File: config.mk
export PLATFORM = sky130hd
export DESIGN_NAME = opb_register_simulink2ppc_flat
export DESIGN_NICKNAME = d
export VERILOG_FILES = /design/src/rtl/opb_reg_pkg.sv /design/src/rtl/opb_register_simulink2ppc_if.sv /design/src/rtl/opb_slave_ack_fsm.sv /design/src/rtl/opb_register_simulink2ppc.sv /design/src/flat_wrapper.sv
export SDC_FILE = /design/constraint.sdc
export NUM_CORES = 1
export LEC_CHECK = 0
export CAP_MARGIN = 20
export CORE_MARGIN = 10
export CORE_UTILIZATION = 38
export CTS_CLUSTER_DIAMETER = 150
export DETAILED_ROUTE_END_ITERATION = 16
export PLACE_DENSITY = 0.85
export SETUP_SLACK_MARGIN = 0.05
export SKIP_LAST_GASP = 1
export SYNTH_ARGS = -nofsm -noshare
export SYNTH_HDL_FRONTEND = slang
export SYNTH_HIERARCHICAL = 1
export SYNTH_SLANG_ARGS = --single-unit
export TNS_END_PERCENT = 20
File: constraint.sdc
create_clock -name OPB_Clk -period 4.85 [get_ports OPB_Clk]
set_input_delay 0.97 -clock OPB_Clk [delete_from_list [all_inputs] [get_ports OPB_Clk]]
set_output_delay 0.97 -clock OPB_Clk [all_outputs]
set_load 0.03 [all_outputs]
File: src/rtl/opb_reg_pkg.sv
// Shared definitions for small OPB slave registers: ack FSM states, register word offsets
// and the STATUS word layout.
package opb_reg_pkg;

  typedef enum logic [1:0] {
    StIdle = 2'd0,
    StAck  = 2'd1,
    StWait = 2'd2
  } ack_state_e;

  // Word index taken from OPB_ABus[24:29]
  localparam logic [5:0] OFF_DATA   = 6'h00;
  localparam logic [5:0] OFF_STATUS = 6'h01;

  localparam int unsigned STATUS_NEW_BIT = 31;
  localparam int unsigned STATUS_OVF_BIT = 30;
  localparam int unsigned DROP_CNT_W     = 16;

  // Big-endian bus index of the clear request; OPB_DBus[1] carries value bit 30
  localparam int unsigned STATUS_CLR_IDX = 1;

  function automatic logic [31:0] pack_status(input logic                  is_new,
                                              input logic                  ovf,
                                              input logic [DROP_CNT_W-1:0] cnt);
    logic [31:0] s;
    s = '0;
    s[STATUS_NEW_BIT]   = is_new;
    s[STATUS_OVF_BIT]   = ovf;
    s[DROP_CNT_W-1:0]   = cnt;
    return s;
  endfunction

endpackage

File: src/rtl/opb_register_simulink2ppc_if.sv
// OPB master/slave signal bundle. Signal names keep the OPB bus naming; vectors are big-endian
// ([0] is the most significant bit).
interface opb_register_simulink2ppc_if #(
  parameter int unsigned AWidth = 32,
  parameter int unsigned DWidth = 32
);

  logic [0:AWidth-1]   OPB_ABus;
  logic [0:DWidth/8-1] OPB_BE;
  logic [0:DWidth-1]   OPB_DBus;
  logic                OPB_RNW;
  logic                OPB_select;
  logic                OPB_seqAddr;

  logic [0:DWidth-1]   Sl_DBus;
  logic                Sl_xferAck;
  logic                Sl_errAck;
  logic                Sl_retry;
  logic                Sl_toutSup;

  modport master (
    output OPB_ABus, OPB_BE, OPB_DBus, OPB_RNW, OPB_select, OPB_seqAddr,
    input  Sl_DBus, Sl_xferAck, Sl_errAck, Sl_retry, Sl_toutSup
  );

  modport slave (
    input  OPB_ABus, OPB_BE, OPB_DBus, OPB_RNW, OPB_select, OPB_seqAddr,
    output Sl_DBus, Sl_xferAck, Sl_errAck, Sl_retry, Sl_toutSup
  );

endinterface

File: src/rtl/opb_slave_ack_fsm.sv
// Reusable OPB slave address decode and single-beat ack FSM (Idle -> Ack -> Wait).
// Latches the word offset and direction of the accepted transfer for the Ack cycle.
module opb_slave_ack_fsm
  import opb_reg_pkg::*;
#(
  parameter logic [31:0] C_BASEADDR   = 32'h00000000,
  parameter logic [31:0] C_HIGHADDR   = 32'h000000FF,
  parameter int unsigned C_OPB_AWIDTH = 32
) (
  input  logic                    i_clk,
  input  logic                    i_rst_n,
  input  logic                    i_select,
  input  logic                    i_rnw,
  input  logic [0:C_OPB_AWIDTH-1] i_abus,
  output logic                    o_ack,
  output logic                    o_rnw,
  output logic [5:0]              o_offset
);

  localparam logic [31:0] Span = C_HIGHADDR - C_BASEADDR;

  ack_state_e  r_state;
  ack_state_e  w_state_next;
  logic        r_armed;
  logic        r_rnw;
  logic [5:0]  r_offset;
  logic [31:0] w_rel;
  logic        w_hit;
  logic        w_accept;

  // Addresses below the base wrap to a large value, so one compare covers both window edges
  assign w_rel = i_abus - C_BASEADDR;
  assign w_hit = i_select && (w_rel <= Span);

  always_ff @(posedge i_clk or negedge i_rst_n) begin
    if (!i_rst_n) begin
      r_state  <= StIdle;
      r_armed  <= 1'b0;
      r_rnw    <= 1'b0;
      r_offset <= '0;
    end else begin
      r_state <= w_state_next;
      // A select still high across reset release belongs to an abandoned transfer
      r_armed <= r_armed | ~i_select;
      if (w_accept) begin
        r_rnw    <= i_rnw;
        r_offset <= i_abus[24:29];
      end
    end
  end

  always_comb begin
    w_state_next = r_state;
    w_accept     = 1'b0;
    unique case (r_state)
      StIdle: begin
        if (w_hit && r_armed) begin
          w_state_next = StAck;
          w_accept     = 1'b1;
        end
      end
      StAck:  w_state_next = StWait;
      StWait: begin
        if (!i_select) w_state_next = StIdle;
      end
      default: w_state_next = StIdle;
    endcase
  end

  assign o_ack    = (r_state == StAck);
  assign o_rnw    = r_rnw;
  assign o_offset = r_offset;

endmodule

File: src/rtl/opb_register_simulink2ppc.sv
// Fabric-to-PowerPC OPB register: latches user_data_in on user_valid and exposes it with a
// NEW/OVF status word. Define OPB_S2P_DROP_CNT_EN to add a saturating 16-bit drop counter.
module opb_register_simulink2ppc
  import opb_reg_pkg::*;
#(
  parameter logic [31:0] C_BASEADDR   = 32'h00000000,
  parameter logic [31:0] C_HIGHADDR   = 32'h000000FF,
  parameter int unsigned C_OPB_AWIDTH = 32,
  parameter int unsigned C_OPB_DWIDTH = 32,
  parameter string       C_FAMILY     = "virtex6"
) (
  input  logic                              OPB_Clk,
  input  logic                              OPB_Rst_n,
  opb_register_simulink2ppc_if.slave        bus,
  input  logic [31:0]                       user_data_in,
  input  logic                              user_valid
);

  logic                  w_ack;
  logic                  w_rnw;
  logic [5:0]            w_offset;
  logic [31:0]           r_data;
  logic                  r_new;
  logic                  r_ovf;
  logic [DROP_CNT_W-1:0] w_drop_cnt;
  logic                  w_data_rd;
  logic                  w_stat_clr;
  logic                  w_overflow;
  logic [31:0]           w_rdata;
  logic                  w_unused;

  opb_slave_ack_fsm #(
    .C_BASEADDR   (C_BASEADDR),
    .C_HIGHADDR   (C_HIGHADDR),
    .C_OPB_AWIDTH (C_OPB_AWIDTH)
  ) u_ack_fsm (
    .i_clk    (OPB_Clk),
    .i_rst_n  (OPB_Rst_n),
    .i_select (bus.OPB_select),
    .i_rnw    (bus.OPB_RNW),
    .i_abus   (bus.OPB_ABus),
    .o_ack    (w_ack),
    .o_rnw    (w_rnw),
    .o_offset (w_offset)
  );

  assign w_data_rd  = w_ack && w_rnw && (w_offset == OFF_DATA);
  assign w_stat_clr = w_ack && !w_rnw && (w_offset == OFF_STATUS) &&
                      bus.OPB_DBus[STATUS_CLR_IDX];
  // A strobe racing the data read's ack is handed over, not dropped
  assign w_overflow = user_valid && r_new && !w_data_rd;

  always_ff @(posedge OPB_Clk or negedge OPB_Rst_n) begin
    if (!OPB_Rst_n) begin
      r_data <= '0;
      r_new  <= 1'b0;
      r_ovf  <= 1'b0;
    end else begin
      if (user_valid) begin
        r_data <= user_data_in;
        r_new  <= 1'b1;
      end else if (w_data_rd) begin
        r_new  <= 1'b0;
      end
      if (w_overflow) begin
        r_ovf <= 1'b1;
      end else if (w_stat_clr) begin
        r_ovf <= 1'b0;
      end
    end
  end

`ifdef OPB_S2P_DROP_CNT_EN
  logic [DROP_CNT_W-1:0] r_drop_cnt;

  always_ff @(posedge OPB_Clk or negedge OPB_Rst_n) begin
    if (!OPB_Rst_n) begin
      r_drop_cnt <= '0;
    end else if (w_stat_clr) begin
      r_drop_cnt <= {{(DROP_CNT_W-1){1'b0}}, w_overflow};
    end else if (w_overflow && (r_drop_cnt != {DROP_CNT_W{1'b1}})) begin
      r_drop_cnt <= r_drop_cnt + DROP_CNT_W'(1);
    end
  end

  assign w_drop_cnt = r_drop_cnt;
`else
  assign w_drop_cnt = '0;
`endif

  // Wired-OR bus: drive zeros everywhere except the ack cycle of a read
  always_comb begin
    w_rdata = '0;
    if (w_ack && w_rnw) begin
      case (w_offset)
        OFF_DATA:   w_rdata = r_data;
        OFF_STATUS: w_rdata = pack_status(r_new, r_ovf, w_drop_cnt);
        default:    w_rdata = '0;
      endcase
    end
  end

  assign bus.Sl_DBus    = w_rdata;
  assign bus.Sl_xferAck = w_ack;
  assign bus.Sl_errAck  = 1'b0;
  assign bus.Sl_retry   = 1'b0;
  assign bus.Sl_toutSup = 1'b0;

  assign w_unused = ^{bus.OPB_BE, bus.OPB_seqAddr, bus.OPB_DBus[0],
                      bus.OPB_DBus[2:C_OPB_DWIDTH-1], (C_OPB_DWIDTH == 32), (C_FAMILY == "")};

endmodule

File: src/flat_wrapper.sv
// flat-port wrapper written by rule: the top's interface ports become plain ports
module opb_register_simulink2ppc_flat import opb_reg_pkg::*;
#(
  parameter logic [31:0] C_BASEADDR   = 32'h00000000,
  parameter logic [31:0] C_HIGHADDR   = 32'h000000FF,
  parameter int unsigned C_OPB_AWIDTH = 32,
  parameter int unsigned C_OPB_DWIDTH = 32,
  parameter string       C_FAMILY     = "       "
)
  (OPB_Clk, OPB_Rst_n, user_data_in, user_valid, bus_OPB_ABus, bus_OPB_BE, bus_OPB_DBus, bus_OPB_RNW, bus_OPB_select, bus_OPB_seqAddr, bus_Sl_DBus, bus_Sl_xferAck, bus_Sl_errAck, bus_Sl_retry, bus_Sl_toutSup);
  opb_register_simulink2ppc_if bus_i ();
  input  logic OPB_Clk;
  input  logic OPB_Rst_n;
  input  logic [31:0] user_data_in;
  input  logic user_valid;
  input wire logic [$bits(bus_i.OPB_ABus)-1:0] bus_OPB_ABus;
  input wire logic [$bits(bus_i.OPB_BE)-1:0] bus_OPB_BE;
  input wire logic [$bits(bus_i.OPB_DBus)-1:0] bus_OPB_DBus;
  input wire logic [$bits(bus_i.OPB_RNW)-1:0] bus_OPB_RNW;
  input wire logic [$bits(bus_i.OPB_select)-1:0] bus_OPB_select;
  input wire logic [$bits(bus_i.OPB_seqAddr)-1:0] bus_OPB_seqAddr;
  output wire logic [$bits(bus_i.Sl_DBus)-1:0] bus_Sl_DBus;
  output wire logic [$bits(bus_i.Sl_xferAck)-1:0] bus_Sl_xferAck;
  output wire logic [$bits(bus_i.Sl_errAck)-1:0] bus_Sl_errAck;
  output wire logic [$bits(bus_i.Sl_retry)-1:0] bus_Sl_retry;
  output wire logic [$bits(bus_i.Sl_toutSup)-1:0] bus_Sl_toutSup;
  assign bus_i.OPB_ABus = bus_OPB_ABus;
  assign bus_i.OPB_BE = bus_OPB_BE;
  assign bus_i.OPB_DBus = bus_OPB_DBus;
  assign bus_i.OPB_RNW = bus_OPB_RNW;
  assign bus_i.OPB_select = bus_OPB_select;
  assign bus_i.OPB_seqAddr = bus_OPB_seqAddr;
  assign bus_Sl_DBus = bus_i.Sl_DBus;
  assign bus_Sl_xferAck = bus_i.Sl_xferAck;
  assign bus_Sl_errAck = bus_i.Sl_errAck;
  assign bus_Sl_retry = bus_i.Sl_retry;
  assign bus_Sl_toutSup = bus_i.Sl_toutSup;
  opb_register_simulink2ppc #(.C_BASEADDR(C_BASEADDR), .C_HIGHADDR(C_HIGHADDR), .C_OPB_AWIDTH(C_OPB_AWIDTH), .C_OPB_DWIDTH(C_OPB_DWIDTH), .C_FAMILY(C_FAMILY)) u_core (.OPB_Clk(OPB_Clk), .OPB_Rst_n(OPB_Rst_n), .bus(bus_i), .user_data_in(user_data_in), .user_valid(user_valid));
endmodule
==> flow_summary.json, run 1 <==
{
  "status": "finished clean",
  "power.leakage_nw": 1.32,
  "synth.cell_area_mm2": 0.00211,
  "utilization_pct": 59.7,
  "worst_setup_path_start_kind": "register",
  "required_time_of_the_critical_path_ps": 3880,
  "critical_path_end": "bus_Sl_DBus[20]",
  "final_critical_path_setup_slack_ps": 1290,
  "tool_warnings": 64,
  "clock_tree_from_tritoncts": "built",
  "crit_buf_inv": 1,
  "cts_hold_buffers": 0,
  "yosys_warnings": 6,
  "power_density_mw_per_mm2": 248,
  "netlist_instances": 151,
  "post-place-ws_ps": 1580,
  "critPathMaxStageDelay_ps": 690,
  "syn-mean-instance-area_um2": 14.0,
  "tritoncts.num_buffers": 5,
  "number_of_rows_in_the_core_area": 27,
  "clock-sinks": 44,
  "die.size.x_um": 94.5,
  "cts_htree_levels": 2,
  "edf_count": 0,
  "path_delay_family": "simple AND/OR/NAND/NOR gates",
  "cts_max_path_buffers": 2,
  "skew_ps": 2.33,
  "timing.hold.worst_path_depth": 1,
  "synth.top_cell.area_share_pct": 52.3,
  "holdPathEnd": "u_core/u_ack_fsm/r_armed",
  "grt_overflow_total": 0,
  "worst_hold_slack_ps": 467,
  "totalPowerFinal_uw": 805,
  "synth-main-ff-cell": "sky130_fd_sc_hd__dfrtp_1",
  "critical_path_arrival_ps": 2590,
  "drc_errors": 0,
  "synth.distinct_cells": 28,
  "dp_hpwl_um": 4300,
  "path_cells": "nor2b_1, nor4b_4, and4b_4, and2_1, clkdlybuf4s50_1",
  "die_height_um": 94.5,
  "n_antenna_cell": 0,
  "timing.hold.worst.start": "u_core/u_ack_fsm/r_armed",
  "seq_total_area_yosys_pct": 52.3,
  "synthMostInstantiatedCell": "sky130_fd_sc_hd__dfrtp_1",
  "final.period_utilization_pct": 73.4,
  "area_leaders": "sky130_fd_sc_hd__dfrtp_1, sky130_fd_sc_hd__mux2_1, sky130_fd_sc_hd__and2_1",
  "vias_per_cell": 4.57,
  "port-buffer-count": 100,
  "gp_routability_congestion": 0.693,
  "crit_path_top_delay_cell": "sky130_fd_sc_hd__clkdlybuf4s50_1",
  "finalHoldViolations": 0,
  "cts_resized": 0,
  "ios": 142,
  "grt_pass1_wl_um": 8780,
  "total_number_of_cells_along_the_worst_setup_path": 5,
  "design.die.area_mm2": 0.00892,
  "final_slew_violations": 0,
  "design_area_mm2": 0.00325,
  "globalRouteTotalUtil_pct": 12.4,
  "tightestPinTransition_ps": 974,
  "ir_drop_mv": 0.161,
  "num-nets-final": 356,
  "timing.critical_path.from": "u_core/u_ack_fsm/r_state[1]",
  "timing.setup.tns_ps": 0,
  "drtPass1Iterations": 2,
  "drtAntennaViolNets": 0,
  "rsz0062_at_grt": "false",
  "grt_max_degree": 45,
  "fp_util_pct": 38.7,
  "total_placed_cells_including_tap_cells": 315,
  "routed_wirelength_um": 5430,
  "placedInstanceArea_mm2": 0.00312,
  "r2r_start": "u_core/u_ack_fsm/r_state[1]",
  "via_count": 1476,
  "async_reset_ff_share_pct": 100,
  "reg2regPathDepth": 4
}
[run 1: cell usage in the layout (no fill, tap or decap), drive strengths merged, types with 2 or more instances in the layout]
master         instances
nor4b                  3
buf                    2
nand2b                 2
nand3                  2
dfrtp                 44
nand4                  2
mux2i                  2
mux2                  39
clkdlybuf4s50         98
conb                   3
nor2                   4
nor4                   5
nor2b                  2
clkbuf                 7
and2                  30
[run 1: cell type report]
class,count,area [um^2]
clock buffers,7,96.3
flip-flops and latches,44,1100
well taps,72,90.1
repair buffers,100,991
multi-input cells,99,938
fillers,467,2190
clock inverters,1,30.0
[run 1: power breakdown]
group          total (mW)  internal (mW)  switching (mW)
Sequential          0.404          0.393          0.0106
Clock               0.303          0.182           0.121
Combinational      0.0979         0.0654          0.0325
[run 1: metal layers]
metal	up-vias	global-route usage [%]	wire (um)
met5	-	0	0
met4	0	2.99	17
met3	2	5.63	471
met2	40	22.2	2970
met1	721	13.1	1970
li1	713	-	-
[run 1: registers in the layout, indices dropped and copies added (netlist names)]
register and cells:
u_core/u_ack_fsm/r_armed 1, u_core/u_ack_fsm/o_offset 6, u_core/r_ovf 1, u_core/r_new 1
u_core/r_data 32, u_core/u_ack_fsm/o_rnw 1, u_core/u_ack_fsm/r_state 2
[run 1: kinds of logic (layout without fill, tap and decap cells)]
logic type / count (synthesis) / in the layout / synth area share [%]
and+or+nand+nor: 53 / 53 / 20.1
DFF: 44 / 44 / 52.3
muxes: 41 / 41 / 23.0
buffers and inverters: 10 / 108 / 3.56
AOI/OAI and AO/OA: 2 / 2 / 0.832
other: 1 / 3 / 0.178
### I/O pins on the die edge, run 1

Drawn at 4 px/um. Pins as bars across the die edge, other pins in gray.
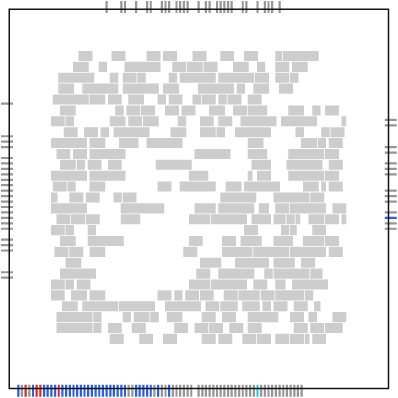
Key: bus_OPB_BE = red [pins 4, direction input, edge bottom]; bus_OPB_DBus = blue [pins 32, direction input, edge 31 bottom, 1 right]; bus_OPB_select = cyan [pins 1, direction input, edge bottom]
All pins by edge: 77 bottom, 28 top, 23 left, 14 right.

### Sequential cells grouped by signal name, run 1

Drawn at 3 px/um.
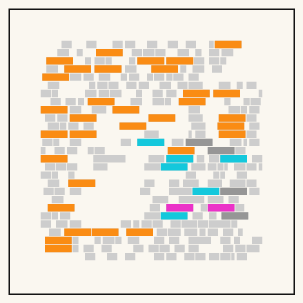
Key: u_core/u_ack_fsm/r_state = magenta [sequential cells 2]; u_core/u_ack_fsm/o_offset = cyan [sequential cells 6, where center]; u_core/r_data = orange [sequential cells 32, where widely spread]
Another 4 sequential cells are not colored.

### A small window of the routed layout, run 1

Window x 35 to 60, y 16 to 41 um. Cells in gray, sequential cells in the stronger gray; small squares are vias.
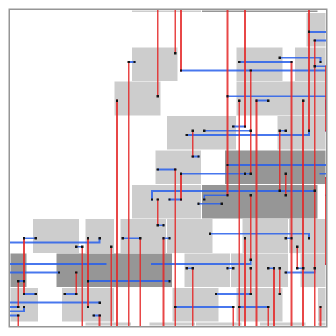
Key: met1 = blue; met2 = red
Most frequent: clkdlybuf4s50_1 (11), dfrtp_1 (3). 22 logic cells have their middle in the window. Sequential cells in the window: 3.

### Selected gate families, run 1

Drawn at 3 px/um.
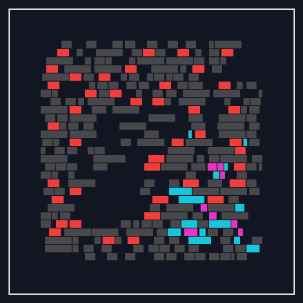

==> run 2, diff against run 1 <==
--- a/config.mk
+++ b/config.mk
@@ -7,10 +7,10 @@
 export LEC_CHECK = 0
 export CAP_MARGIN = 20
 export CORE_MARGIN = 10
-export CORE_UTILIZATION = 38
+export CORE_UTILIZATION = 36
 export CTS_CLUSTER_DIAMETER = 150
 export DETAILED_ROUTE_END_ITERATION = 16
-export PLACE_DENSITY = 0.85
+export PLACE_DENSITY = 0.81
 export SETUP_SLACK_MARGIN = 0.05
 export SKIP_LAST_GASP = 1
 export SYNTH_ARGS = -nofsm -noshare
==> constraint.sdc (replaced) <==
create_clock -name OPB_Clk -period 3.7 [get_ports OPB_Clk]
set_input_delay 0.74 -clock OPB_Clk [delete_from_list [all_inputs] [get_ports OPB_Clk]]
set_output_delay 0.74 -clock OPB_Clk [all_outputs]
set_load 0.03 [all_outputs]
### Selected gate families, run 2

Drawn at 3 px/um.
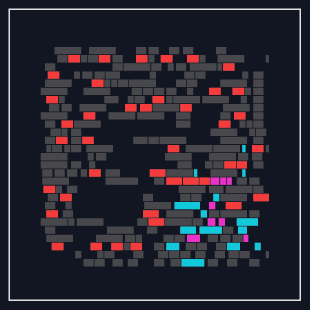
Key: NOR gates = cyan [cells 14]; multiplexers = red [cells 41]; NAND gates = magenta [cells 8]

==> run 2 against run 1 <==
Compared with the run above: utilization is 1.8 points lower; combinational power is 31% higher; clock power is 29% higher; sequential power is 31% higher; worst hold slack better by 6.1 ps; synthesized cell count stayed put; setup slack worse by 880 ps; sequential share of layout area stayed put; via count is 0.81% higher.
==> flow_summary.json, run 2 <==
{
  "status": "finished clean",
  "timing.hold.worst_path_depth": 1,
  "seq_total_area_yosys_pct": 52.3,
  "layout.cells.most_common": "sky130_fd_sc_hd__clkdlybuf4s50_1",
  "met2_usage_pct": 20.0,
  "cts_hold_buffers": 0,
  "power.share.switching_pct": 19.9,
  "reg2regPathDepth": 4,
  "r2r_start": "u_core/u_ack_fsm/r_state[1]",
  "synth.distinct_cells": 28,
  "num-nets-final": 356,
  "largestPowerGroup": "registers",
  "drtPass1Iterations": 4,
  "clock-sinks": 44,
  "sequential_group_share_of_total_power_pct": 50.5,
  "layout_top_cells": "sky130_fd_sc_hd__clkdlybuf4s50_1, sky130_fd_sc_hd__dfrtp_1, sky130_fd_sc_hd__mux2_1",
  "clock_tree_from_tritoncts": "built",
  "edf_count": 0,
  "power.combinational.total_uw": 128,
  "grt_pass1_wl_um": 8270,
  "vias_per_cell": 4.61,
  "seq-power_uw": 529,
  "netlist_instances": 151,
  "cts_resized": 0,
  "via_count": 1488,
  "drtAntennaViolNets": 0,
  "n_antenna_cell": 0,
  "cts_max_path_buffers": 2,
  "synth-main-ff-cell": "sky130_fd_sc_hd__dfrtp_1",
  "power.leakage_nw": 1.32,
  "final_slew_violations": 0,
  "synthMostInstantiatedCell": "sky130_fd_sc_hd__dfrtp_1",
  "critPathMaxStageDelay_ps": 690,
  "dp_hpwl_um": 4130,
  "internal_power_uw": 839,
  "ios": 142
}
## run 2: cell counts after synthesis
No cell type changed its count.
## run 2: cell families (layout without fill, tap and decap cells)
group / after synthesis / in the layout / share of synthesized area (%)
and+or+nand+nor: 53 / 53 / 20.1
DFF: 44 / 44 / 52.3
muxes: 41 / 41 / 23.0
buffers and inverters: 10 / 108 / 3.56
AOI/OAI and AO/OA: 2 / 2 / 0.832
other: 1 / 3 / 0.178
## run 2: final cells by class
class | instances | area (um^2)
clock buffers | 7 | 96.3
clock inverters | 1 | 30.0
fillers | 479 | 2360
multi-input cells | 99 | 938
flip-flops and latches | 44 | 1100
well taps | 72 | 90.1
repair buffers | 100 | 991
## run 2: metrics by stage
stage                     setup slack (ps)  cell area (um^2)  instances
after floorplan                       1030              2110        153
after global placement                 704              3120        315
after detailed placement               694              3120        315
after CTS                              356              3250        323
after global routing                   223              3250        323
final                                  408              3250        323
## run 2: layer usage
metal	vias up	part of all wire, %
met5	-	0
met4	0	1.3
met1	722	37
met3	7	8.8
met2	47	53
li1	712	-
## run 2: worst max path at each step
stage	to	start	slack, ps
global route	bus_Sl_DBus[20]	u_core/u_ack_fsm/r_state[1]	220
floorplan	bus_Sl_DBus[0]	u_core/u_ack_fsm/r_state[1]	1030
CTS	bus_Sl_DBus[20]	u_core/u_ack_fsm/r_state[1]	360
detailed placement	bus_Sl_DBus[2]	u_core/u_ack_fsm/r_state[1]	690
finish	bus_Sl_DBus[20]	u_core/u_ack_fsm/r_state[1]	410
global placement	bus_Sl_DBus[19]	u_core/u_ack_fsm/r_state[1]	700
## run 2: worst max-delay path: cells and delay by family, from the launching register on
kind | cells | cell delay, ps
simple gates | 4 | 1150
buf+inv | 1 | 690
flops | 1 | 410
### Routing congestion map, run 2

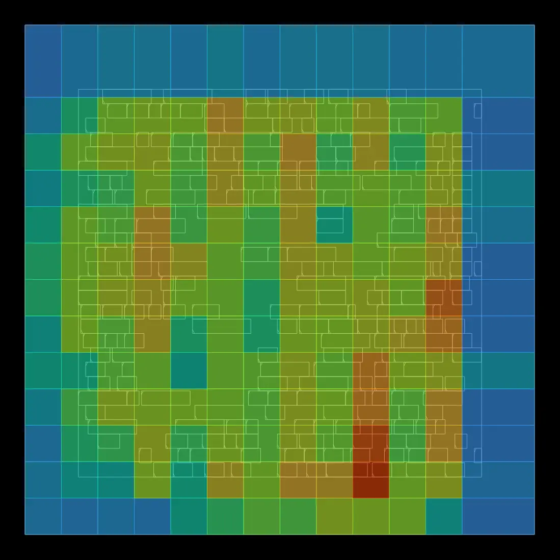

==> run 3, diff against run 2 <==
--- a/config.mk
+++ b/config.mk
@@ -10,9 +10,10 @@
 export CORE_UTILIZATION = 36
 export CTS_CLUSTER_DIAMETER = 150
 export DETAILED_ROUTE_END_ITERATION = 16
-export PLACE_DENSITY = 0.81
+export PLACE_DENSITY = 0.77
 export SETUP_SLACK_MARGIN = 0.05
 export SKIP_LAST_GASP = 1
+export SLEW_MARGIN = 10
 export SYNTH_ARGS = -nofsm -noshare
 export SYNTH_HDL_FRONTEND = slang
 export SYNTH_HIERARCHICAL = 1
### Routing congestion map, run 3

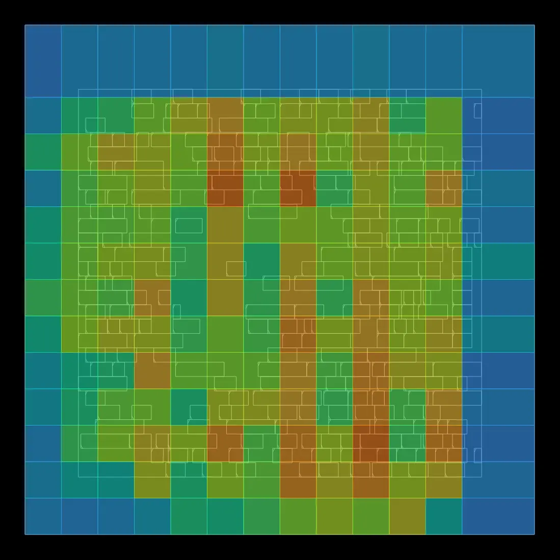
utilization after layout: 57.6%
wire length per cell after detailed routing: 16.2 um
most heavily used metal layer in global routing: met2

==> run 3 against run 2 <==
Compared with the run above: sequential share of layout area up 0.17 points; utilization down 0.29 points; setup slack worse by 4.6 ps; critical path depth unchanged; total power down 8.1%; sequential power about the same; combinational power about the same; first-iteration DRC count up 3.6%; final cell count up 0.31%; non-clock buffer count up 1; critical path type unchanged; highest routed layer unchanged.
==> flow_summary.json, run 3 <==
{
  "ir_drop_mv": 0.199,
  "ios": 142,
  "groute.layer.met1.usage_pct": 11.7,
  "synthMostInstantiatedCell": "sky130_fd_sc_hd__dfrtp_1",
  "total_placed_cells_including_tap_cells": 315,
  "synth.top_cell.area_share_pct": 52.3,
  "reg2regPathDepth": 4,
  "met2_usage_pct": 20.0,
  "post-place-ws_ps": 681,
  "path_cells": "nor2b_1, nor4b_4, and4b_4, and2_1, clkdlybuf4s50_1",
  "grt_max_degree": 45,
  "rsz0062_at_grt": "false",
  "drtPass1Iterations": 4,
  "first_global_vias": 1625,
  "via_count": 1487,
  "final_slew_violations": 0,
  "required_time_of_the_critical_path_ps": 2960,
  "slew_headroom_pct": 47.7,
  "synthToLayoutAreaGrowth_pct": 53.3,
  "tightestPinTransition_ps": 784,
  "vias_per_cell": 4.59,
  "path_delay_family": "simple AND/OR/NAND/NOR gates",
  "n_antenna_cell": 0,
  "cts_htree_levels": 2,
  "synth_flops": 44,
  "final.period_utilization_pct": 89.1,
  "final_critical_path_setup_slack_ps": 403,
  "dp_hpwl_um": 4100,
  "fp_util_pct": 37.6,
  "syn-mean-instance-area_um2": 14.0,
  "crit_buf_inv": 1,
  "synth_chip_area_mm2": 0.00211,
  "edf_count": 0,
  "netlist_instances": 151,
  "timing.setup.tns_ps": 0,
  "port-buffer-count": 100,
  "number_of_antenna_violations_at_the_first_check_in_global_routing": 0,
  "timing.final.crit_period_ps": 3300,
  "setup_viol": 0,
  "drive_above_1_share_pct": 9.92,
  "r2r_start": "u_core/u_ack_fsm/r_state[1]",
  "synth.distinct_cells": 28,
  "drc_errors": 0,
  "layout.cells.most_common": "sky130_fd_sc_hd__clkdlybuf4s50_1",
  "clock_tree_from_tritoncts": "built",
  "seq_total_area_yosys_pct": 52.3,
  "routed_wirelength_um": 5240,
  "cts_max_path_buffers": 2,
  "yosys_warnings": 6,
  "critPathMaxStageDelay_ps": 680,
  "die.size.x_um": 96.5,
  "num-nets-final": 357,
  "layout.area.comb_um2": 938,
  "cts_setup_buffers": 0,
  "largest_register_ffs": 32,
  "drtAntennaViolNets": 0,
  "synth-main-ff-cell": "sky130_fd_sc_hd__dfrtp_1",
  "critical_path_arrival_ps": 2560,
  "cts_hold_buffers": 0,
  "clock-sinks": 44,
  "synthTopCellsByCount": "sky130_fd_sc_hd__dfrtp_1, sky130_fd_sc_hd__mux2_1, sky130_fd_sc_hd__and2_1",
  "core_area_mm2": 0.00561,
  "tritoncts.num_buffers": 5,
  "cts_resized": 0,
  "status": "finished clean",
  "power.leakage_nw": 1.32,
  "fill_cells": 486,
  "worst_setup_path_start_kind": "register",
  "power_density_mw_per_mm2": 298,
  "die_height_um": 96.5,
  "layout.cells.non_filler": 324,
  "synth.largest_area_cell": "sky130_fd_sc_hd__dfrtp_1",
  "final-seq-area_mm2": 0.00110,
  "totalPowerFinal_uw": 963,
  "gp_routability_congestion": 0.677,
  "tool_warnings": 64,
  "layout_top_cells": "sky130_fd_sc_hd__clkdlybuf4s50_1, sky130_fd_sc_hd__dfrtp_1, sky130_fd_sc_hd__mux2_1",
  "timing.critical_path.from": "u_core/u_ack_fsm/r_state[1]",
  "worstHoldPathType": "input pin to asynchronous set/reset pin",
  "grt_pass1_wl_um": 8160
}
[run 3: layout make-up]
cell class | instances | area share, %
tap | 72 | 2.79
multi-input combinational | 99 | 29.0
clock buffer | 8 | 2.79
sequential | 44 | 34.1
timing repair buffer | 101 | 31.3
[run 3: worst max path at each step]
| stage | cells after the start | end | slack, ps |
|---|---|---|---|
| detailed placement | 5 | bus_Sl_DBus[25] | 680 |
| global route | 5 | bus_Sl_DBus[25] | 210 |
| CTS | 5 | bus_Sl_DBus[25] | 340 |
| floorplan | 5 | bus_Sl_DBus[0] | 1030 |
| global placement | 5 | bus_Sl_DBus[29] | 680 |
| finish | 5 | bus_Sl_DBus[25] | 400 |
[run 3: kinds of logic after synthesis]
logic type	share of synthesized area (%)
AND-OR/OR-AND	0.832
buffers and inverters	3.56
flip-flops	52.3
multiplexers	23.0
other	0.178
AND/OR/NAND/NOR	20.1
[run 3: metal layers]
layer | vias up | share of wire (%)
met2 | 45 | 53
met4 | 0 | 0.88
met3 | 6 | 9.4
met5 | - | 0
li1 | 714 | -
met1 | 722 | 37
[run 3: worst register-to-register path: cells and delay by family, from the launching register on]
family,cells,cell delay [ps]
muxes,1,320
and+or+nand+nor,3,750
DFF,1,410
[run 3: per-stage QoR]
step | instance area [um^2] | utilization [%] | hold WS [ps]
floorplan | 2110 | - | 425
global placement | 3120 | 55.6 | 443
detailed placement | 3120 | 55.6 | 466
CTS | 3210 | 57.3 | 484
global route | 3230 | 57.6 | 321
finish | 3230 | 57.6 | 317
[run 3: where the power goes]
part / switching [mW] / total, mW / internal (mW)
Clock: 0.151 / 0.304 / 0.152
Combinational: 0.0429 / 0.131 / 0.0879
Sequential: 0.0132 / 0.528 / 0.515
Total: 0.208 / 0.963 / 0.755
Power figures rest on the tool's default switching activity, not on a simulated workload.
